File: src/rtl/crs_reg_bank_if.sv
// y-bus bundle between the crs master and a register-bank slave.
// The master drives address/data/strobe; the slave returns read data and the region hit.
interface crs_reg_bank_if #(
    parameter int ADR_W  = 12,
    parameter int DATA_W = 16
);
    logic [ADR_W-1:0]  y_adr;
    logic [DATA_W-1:0] y_wr_data;
    logic              y_wr;
    logic [DATA_W-1:0] y_rd_data;
    logic              hit;

    modport master (output y_adr, y_wr_data, y_wr, input y_rd_data, hit);
    modport slave  (input y_adr, y_wr_data, y_wr, output y_rd_data, hit);
endinterface

File: src/rtl/crs_reg_bank.sv
// Parametrised y-bus register bank: control regs, live status, sticky events with IRQ,
// task strobes, key-based write-protect lock with timeout and a saturating write counter.
module crs_reg_bank #(
    parameter int                     ADR_W        = 12,
    parameter int                     DATA_W       = 16,
    parameter logic [ADR_W-1:0]       BASE_ADR     = ADR_W'('h8C0),
    parameter int                     N_CTRL       = 8,
    parameter int                     N_STAT       = 4,
    parameter logic [N_CTRL*DATA_W-1:0] CTRL_RST   = '0,
    parameter logic [N_CTRL-1:0]      PROT_MASK    = '0,
    parameter logic [15:0]            UNLOCK_KEY   = 16'hC0DE,
    parameter int                     LOCK_TIMEOUT = 1024
) (
    input  logic                       clk,
    input  logic                       rst_n,
    crs_reg_bank_if.slave              bus,
    output logic [N_CTRL*DATA_W-1:0]   ctrl_out,
    input  logic [N_STAT*DATA_W-1:0]   stat_in,
    input  logic [DATA_W-1:0]          sticky_set,
    output logic [DATA_W-1:0]          task_pulse,
    output logic                       irq,
    output logic                       unlocked
);
    localparam int TMR_W = $clog2(LOCK_TIMEOUT + 1);

    localparam logic [5:0] OFF_STICKY = 6'h20;
    localparam logic [5:0] OFF_MASK   = 6'h21;
    localparam logic [5:0] OFF_TASK   = 6'h22;
    localparam logic [5:0] OFF_LOCK   = 6'h23;
    localparam logic [5:0] OFF_CNT    = 6'h24;

    logic [5:0]  off;
    logic        in_region;
    logic        wr_en;
    logic        wr_sticky, wr_mask, wr_task, wr_lock, wr_cnt;
    logic        key_match;

    logic [DATA_W-1:0] ctrl_q [N_CTRL];
    logic [N_CTRL-1:0] ctrl_hit, ctrl_rej, ctrl_acc;

    logic [DATA_W-1:0] sticky_q, sticky_d;
    logic [DATA_W-1:0] mask_q, mask_d;
    logic [DATA_W-1:0] task_q;
    logic              irq_q;

    logic              unlocked_q, unlocked_d;
    logic              viol_q, viol_d;
    logic [TMR_W-1:0]  timer_q, timer_d;

    logic [DATA_W-1:0] cnt_q, cnt_d;
    logic              cnt_inc;
    logic [DATA_W-1:0] rd_data;

    assign off       = bus.y_adr[5:0];
    assign in_region = (bus.y_adr[ADR_W-1:6] == BASE_ADR[ADR_W-1:6]);
    assign wr_en     = bus.y_wr && in_region;
    assign wr_sticky = wr_en && (off == OFF_STICKY);
    assign wr_mask   = wr_en && (off == OFF_MASK);
    assign wr_task   = wr_en && (off == OFF_TASK);
    assign wr_lock   = wr_en && (off == OFF_LOCK);
    assign wr_cnt    = wr_en && (off == OFF_CNT);
    assign key_match = (bus.y_wr_data == DATA_W'(UNLOCK_KEY));

    genvar gi;
    generate
        for (gi = 0; gi < N_CTRL; gi++) begin : g_ctrl
            assign ctrl_hit[gi] = wr_en && (off == 6'(gi));
            assign ctrl_rej[gi] = ctrl_hit[gi] && PROT_MASK[gi] && !unlocked_q;
            assign ctrl_acc[gi] = ctrl_hit[gi] && !ctrl_rej[gi];
            assign ctrl_out[gi*DATA_W +: DATA_W] = ctrl_q[gi];

            always_ff @(posedge clk) begin
                if (!rst_n) begin
                    ctrl_q[gi] <= CTRL_RST[gi*DATA_W +: DATA_W];
                end else if (ctrl_acc[gi]) begin
                    ctrl_q[gi] <= bus.y_wr_data;
                end
            end
        end
    endgenerate

    // A simultaneous set beats the W1C clear because the OR is applied last.
    assign sticky_d = (sticky_q & ~(wr_sticky ? bus.y_wr_data : '0)) | sticky_set;
    assign mask_d   = wr_mask ? bus.y_wr_data : mask_q;

    always_ff @(posedge clk) begin
        if (!rst_n) begin
            sticky_q <= '0;
            mask_q   <= '0;
            task_q   <= '0;
            irq_q    <= 1'b0;
        end else begin
            sticky_q <= sticky_d;
            mask_q   <= mask_d;
            task_q   <= wr_task ? bus.y_wr_data : '0;
            irq_q    <= |(sticky_d & mask_d);
        end
    end

    // Protection is checked against the current lock state, so the last unlocked cycle still accepts.
    always_comb begin
        unlocked_d = unlocked_q;
        timer_d    = timer_q;
        viol_d     = viol_q || (|ctrl_rej);
        if (wr_lock) begin
            if (key_match) begin
                unlocked_d = 1'b1;
                timer_d    = TMR_W'(LOCK_TIMEOUT - 1);
            end else begin
                unlocked_d = 1'b0;
                viol_d     = 1'b0;
            end
        end else if (unlocked_q) begin
            if (timer_q == '0) begin
                unlocked_d = 1'b0;
            end else begin
                timer_d = timer_q - 1'b1;
            end
        end
    end

    always_ff @(posedge clk) begin
        if (!rst_n) begin
            unlocked_q <= 1'b0;
            viol_q     <= 1'b0;
            timer_q    <= '0;
        end else begin
            unlocked_q <= unlocked_d;
            viol_q     <= viol_d;
            timer_q    <= timer_d;
        end
    end

    assign cnt_inc = (|ctrl_acc) || wr_sticky || wr_mask || wr_task || wr_lock;

    always_comb begin
        cnt_d = cnt_q;
        if (wr_cnt) begin
            cnt_d = '0;
        end else if (cnt_inc && (cnt_q != '1)) begin
            cnt_d = cnt_q + 1'b1;
        end
    end

    always_ff @(posedge clk) begin
        if (!rst_n) begin
            cnt_q <= '0;
        end else begin
            cnt_q <= cnt_d;
        end
    end

    always_comb begin
        rd_data = '0;
        if (in_region) begin
            for (int i = 0; i < N_CTRL; i++) begin
                if (off == 6'(i)) rd_data = ctrl_q[i];
            end
            for (int j = 0; j < N_STAT; j++) begin
                if (off == 6'(16 + j)) rd_data = stat_in[j*DATA_W +: DATA_W];
            end
            case (off)
                OFF_STICKY: rd_data = sticky_q;
                OFF_MASK:   rd_data = mask_q;
                OFF_LOCK:   rd_data = {{(DATA_W-2){1'b0}}, viol_q, unlocked_q};
                OFF_CNT:    rd_data = cnt_q;
                default:    ;
            endcase
        end
    end

    assign bus.y_rd_data = rd_data;
    assign bus.hit       = in_region;
    assign task_pulse    = task_q;
    assign irq           = irq_q;
    assign unlocked      = unlocked_q;
endmodule

File: src/flat_wrapper.sv
// flat-port wrapper written by rule: the top's interface ports become plain ports
module crs_reg_bank_flat 
#(
    parameter int                     ADR_W        = 12,
    parameter int                     DATA_W       = 16,
    parameter logic [ADR_W-1:0]       BASE_ADR     = ADR_W'('h8C0),
    parameter int                     N_CTRL       = 8,
    parameter int                     N_STAT       = 4,
    parameter logic [N_CTRL*DATA_W-1:0] CTRL_RST   = '0,
    parameter logic [N_CTRL-1:0]      PROT_MASK    = '0,
    parameter logic [15:0]            UNLOCK_KEY   = 16'hC0DE,
    parameter int                     LOCK_TIMEOUT = 1024
)
  (clk, rst_n, ctrl_out, stat_in, sticky_set, task_pulse, irq, unlocked, bus_y_adr, bus_y_wr_data, bus_y_wr, bus_y_rd_data, bus_hit);
  crs_reg_bank_if #(.ADR_W(ADR_W), .DATA_W(DATA_W)) bus_i ();
  input  logic clk;
  input  logic rst_n;
  output logic [N_CTRL*DATA_W-1:0] ctrl_out;
  input  logic [N_STAT*DATA_W-1:0] stat_in;
  input  logic [DATA_W-1:0] sticky_set;
  output logic [DATA_W-1:0] task_pulse;
  output logic irq;
  output logic unlocked;
  input wire logic [$bits(bus_i.y_adr)-1:0] bus_y_adr;
  input wire logic [$bits(bus_i.y_wr_data)-1:0] bus_y_wr_data;
  input wire logic [$bits(bus_i.y_wr)-1:0] bus_y_wr;
  output wire logic [$bits(bus_i.y_rd_data)-1:0] bus_y_rd_data;
  output wire logic [$bits(bus_i.hit)-1:0] bus_hit;
  assign bus_i.y_adr = bus_y_adr;
  assign bus_i.y_wr_data = bus_y_wr_data;
  assign bus_i.y_wr = bus_y_wr;
  assign bus_y_rd_data = bus_i.y_rd_data;
  assign bus_hit = bus_i.hit;
  crs_reg_bank #(.ADR_W(ADR_W), .DATA_W(DATA_W), .BASE_ADR(BASE_ADR), .N_CTRL(N_CTRL), .N_STAT(N_STAT), .CTRL_RST(CTRL_RST), .PROT_MASK(PROT_MASK), .UNLOCK_KEY(UNLOCK_KEY), .LOCK_TIMEOUT(LOCK_TIMEOUT)) u_core (.clk(clk), .rst_n(rst_n), .bus(bus_i), .ctrl_out(ctrl_out), .stat_in(stat_in), .sticky_set(sticky_set), .task_pulse(task_pulse), .irq(irq), .unlocked(unlocked));
endmodule
File: config.mk
export PLATFORM = sky130hd
export DESIGN_NAME = crs_reg_bank_flat
export DESIGN_NICKNAME = d
export VERILOG_FILES = /design/src/rtl/crs_reg_bank_if.sv /design/src/rtl/crs_reg_bank.sv /design/src/flat_wrapper.sv
export SDC_FILE = /design/constraint.sdc
export NUM_CORES = 1
export LEC_CHECK = 0
export CORE_MARGIN = 2
export CORE_UTILIZATION = 46
export CTS_CLUSTER_DIAMETER = 30
export CTS_CLUSTER_SIZE = 14
export DETAILED_ROUTE_END_ITERATION = 10
export PLACE_DENSITY = 0.76
export SYNTH_ARGS = -nofsm -noshare
export SYNTH_HDL_FRONTEND = slang
export SYNTH_SLANG_ARGS = --single-unit
File: constraint.sdc
create_clock -name clk -period 9.7 [get_ports clk]
set_clock_uncertainty 0.15 [all_clocks]
set_input_delay 2.425 -clock clk [delete_from_list [all_inputs] [get_ports clk]]
set_output_delay 2.425 -clock clk [all_outputs]
set_load 0.05 [all_outputs]
met1.png
Bar = 50 µm.
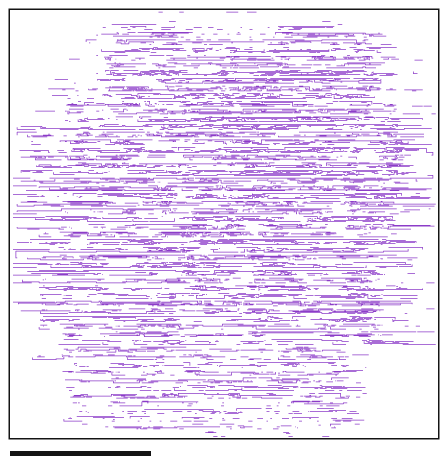
1189 nets have wire on it. The wires run mostly horizontal. The layer carries 14400 µm of wire. The longest straight run is 70.4 µm. The layer holds 37% of the routed length.

met2.png
Bar = 50 µm.
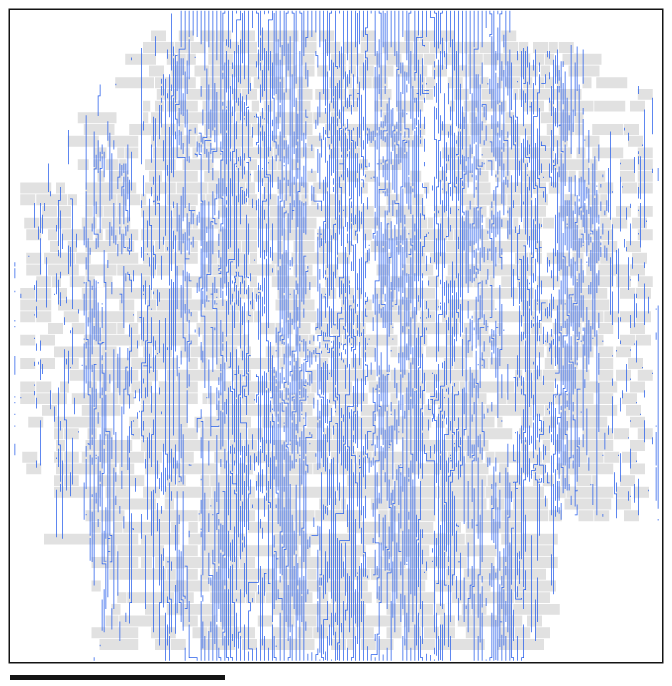
The layer holds 46% of the routed length. The wires run mostly vertical. 1169 nets have wire on it.

met3.png
Bar = 50 µm.
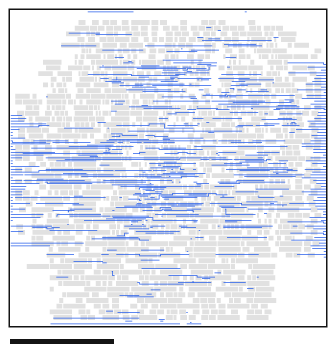
The layer carries 5050 µm of wire. The wires run mostly horizontal. The layer holds 13% of the routed length. The longest straight run is 63.5 µm.

==> impl_metrics.yaml <==
# physical design summary
final_layout:
  postLayoutCoreUtil: 0.688
  largest_reg_flops: 128
  stdcell_area_mm2: 0.0146
  fin_cells: 1518
  nonClkBufAreaFrac: 0.201
  buffers: 299
  sh_comb_area: 0.297
  layout-drive-gt1-share: 0.119
  layout.area.comb_mm2: 0.00433
  ff_count: 205
  n_all_inverters: 8
  nClkBuffers: 50
drt:
  drt_iter0_drc: 1211
  ant_nets: 0
  detail_route.vias_per_cell: 6.20
  vias: 9414
  wirelength_mm: 39.3
worst_setup_path:
  required_ps: 7130
  crit_path_start_kind: "input pin"
  crit_slowest_cell: "clkdlybuf4s50_1"
  cpLargestDelayFamily: "buffers and inverters"
outcome:
  status: "finished, final reports clean"
logic_synthesis:
  adder_share: 0.00250
  mux_area_frac: 0.0609
  edf_count: 128
  ys_ff: 205
  ys_sh_xor: 0.0192
  yosysChipArea_mm2: 0.0100
  ys_warn_count: 0
  top_logic_kind: "simple AND/OR/NAND/NOR gates"
  simple_gate_area_frac: 0.204
timing:
  fin_hold_ws_ps: 360
  hold_violations: 0
power_and_ir_drop:
  total_power_mw: 2.87
  p_leak_nw: 5.21
clock_tree:
  post_cts_buffers: 0
  clock_sinks: 205
  clock_path_buffers: 3
  cts_resized: 0
place:
  place_area_mm2: 0.0130
die:
  initCoreUtil: 0.472
met4.png
Bar = 50 µm.
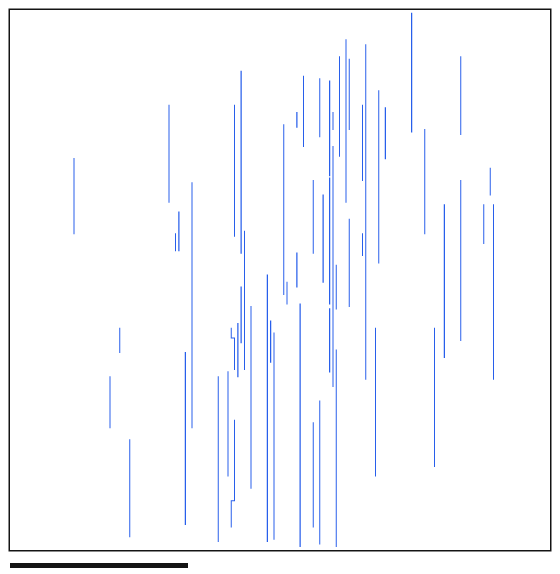
The layer carries 1830 µm of wire. The layer holds 4.6% of the routed length. The wires run mostly vertical.

final_congestion.png
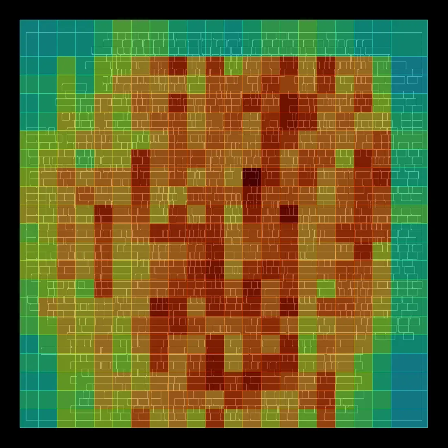
met2 Use GR: 0.519
wire length per cell: 25.9 µm

## where the power goes
part           switching (mW)  leakage (nW)  internal (mW)
clock network           0.519         0.750           1.03
logic                   0.210          2.62          0.119
registers              0.0256          1.84          0.959
total                   0.755          5.21           2.11
## worst paths after layout
| kind | endpoint | depth (start not counted) | slack (ps) |
|---|---|---|---|
| worst min register to register | u_core.timer_q[0]$_SDFFE_PN0P_ | 2 | 360 |
| worst min-delay path | u_core.timer_q[0]$_SDFFE_PN0P_ | 2 | 360 |
| worst max register to register | u_core.timer_q[5]$_SDFFE_PN0P_ | 6 | 7250 |
| worst max-delay path | bus_y_rd_data[6] | 8 | 680 |
## per-layer routing
metal  wire [µm]  up-vias  GRT usage
li1            -     4013          -
met3        5050      131     0.0949
met5           0        -          0
met4        1830        0      0.162
met1       14400     4527      0.445
met2       18100      743      0.519
No activity file was given, so power comes from the tool's default toggle rates.
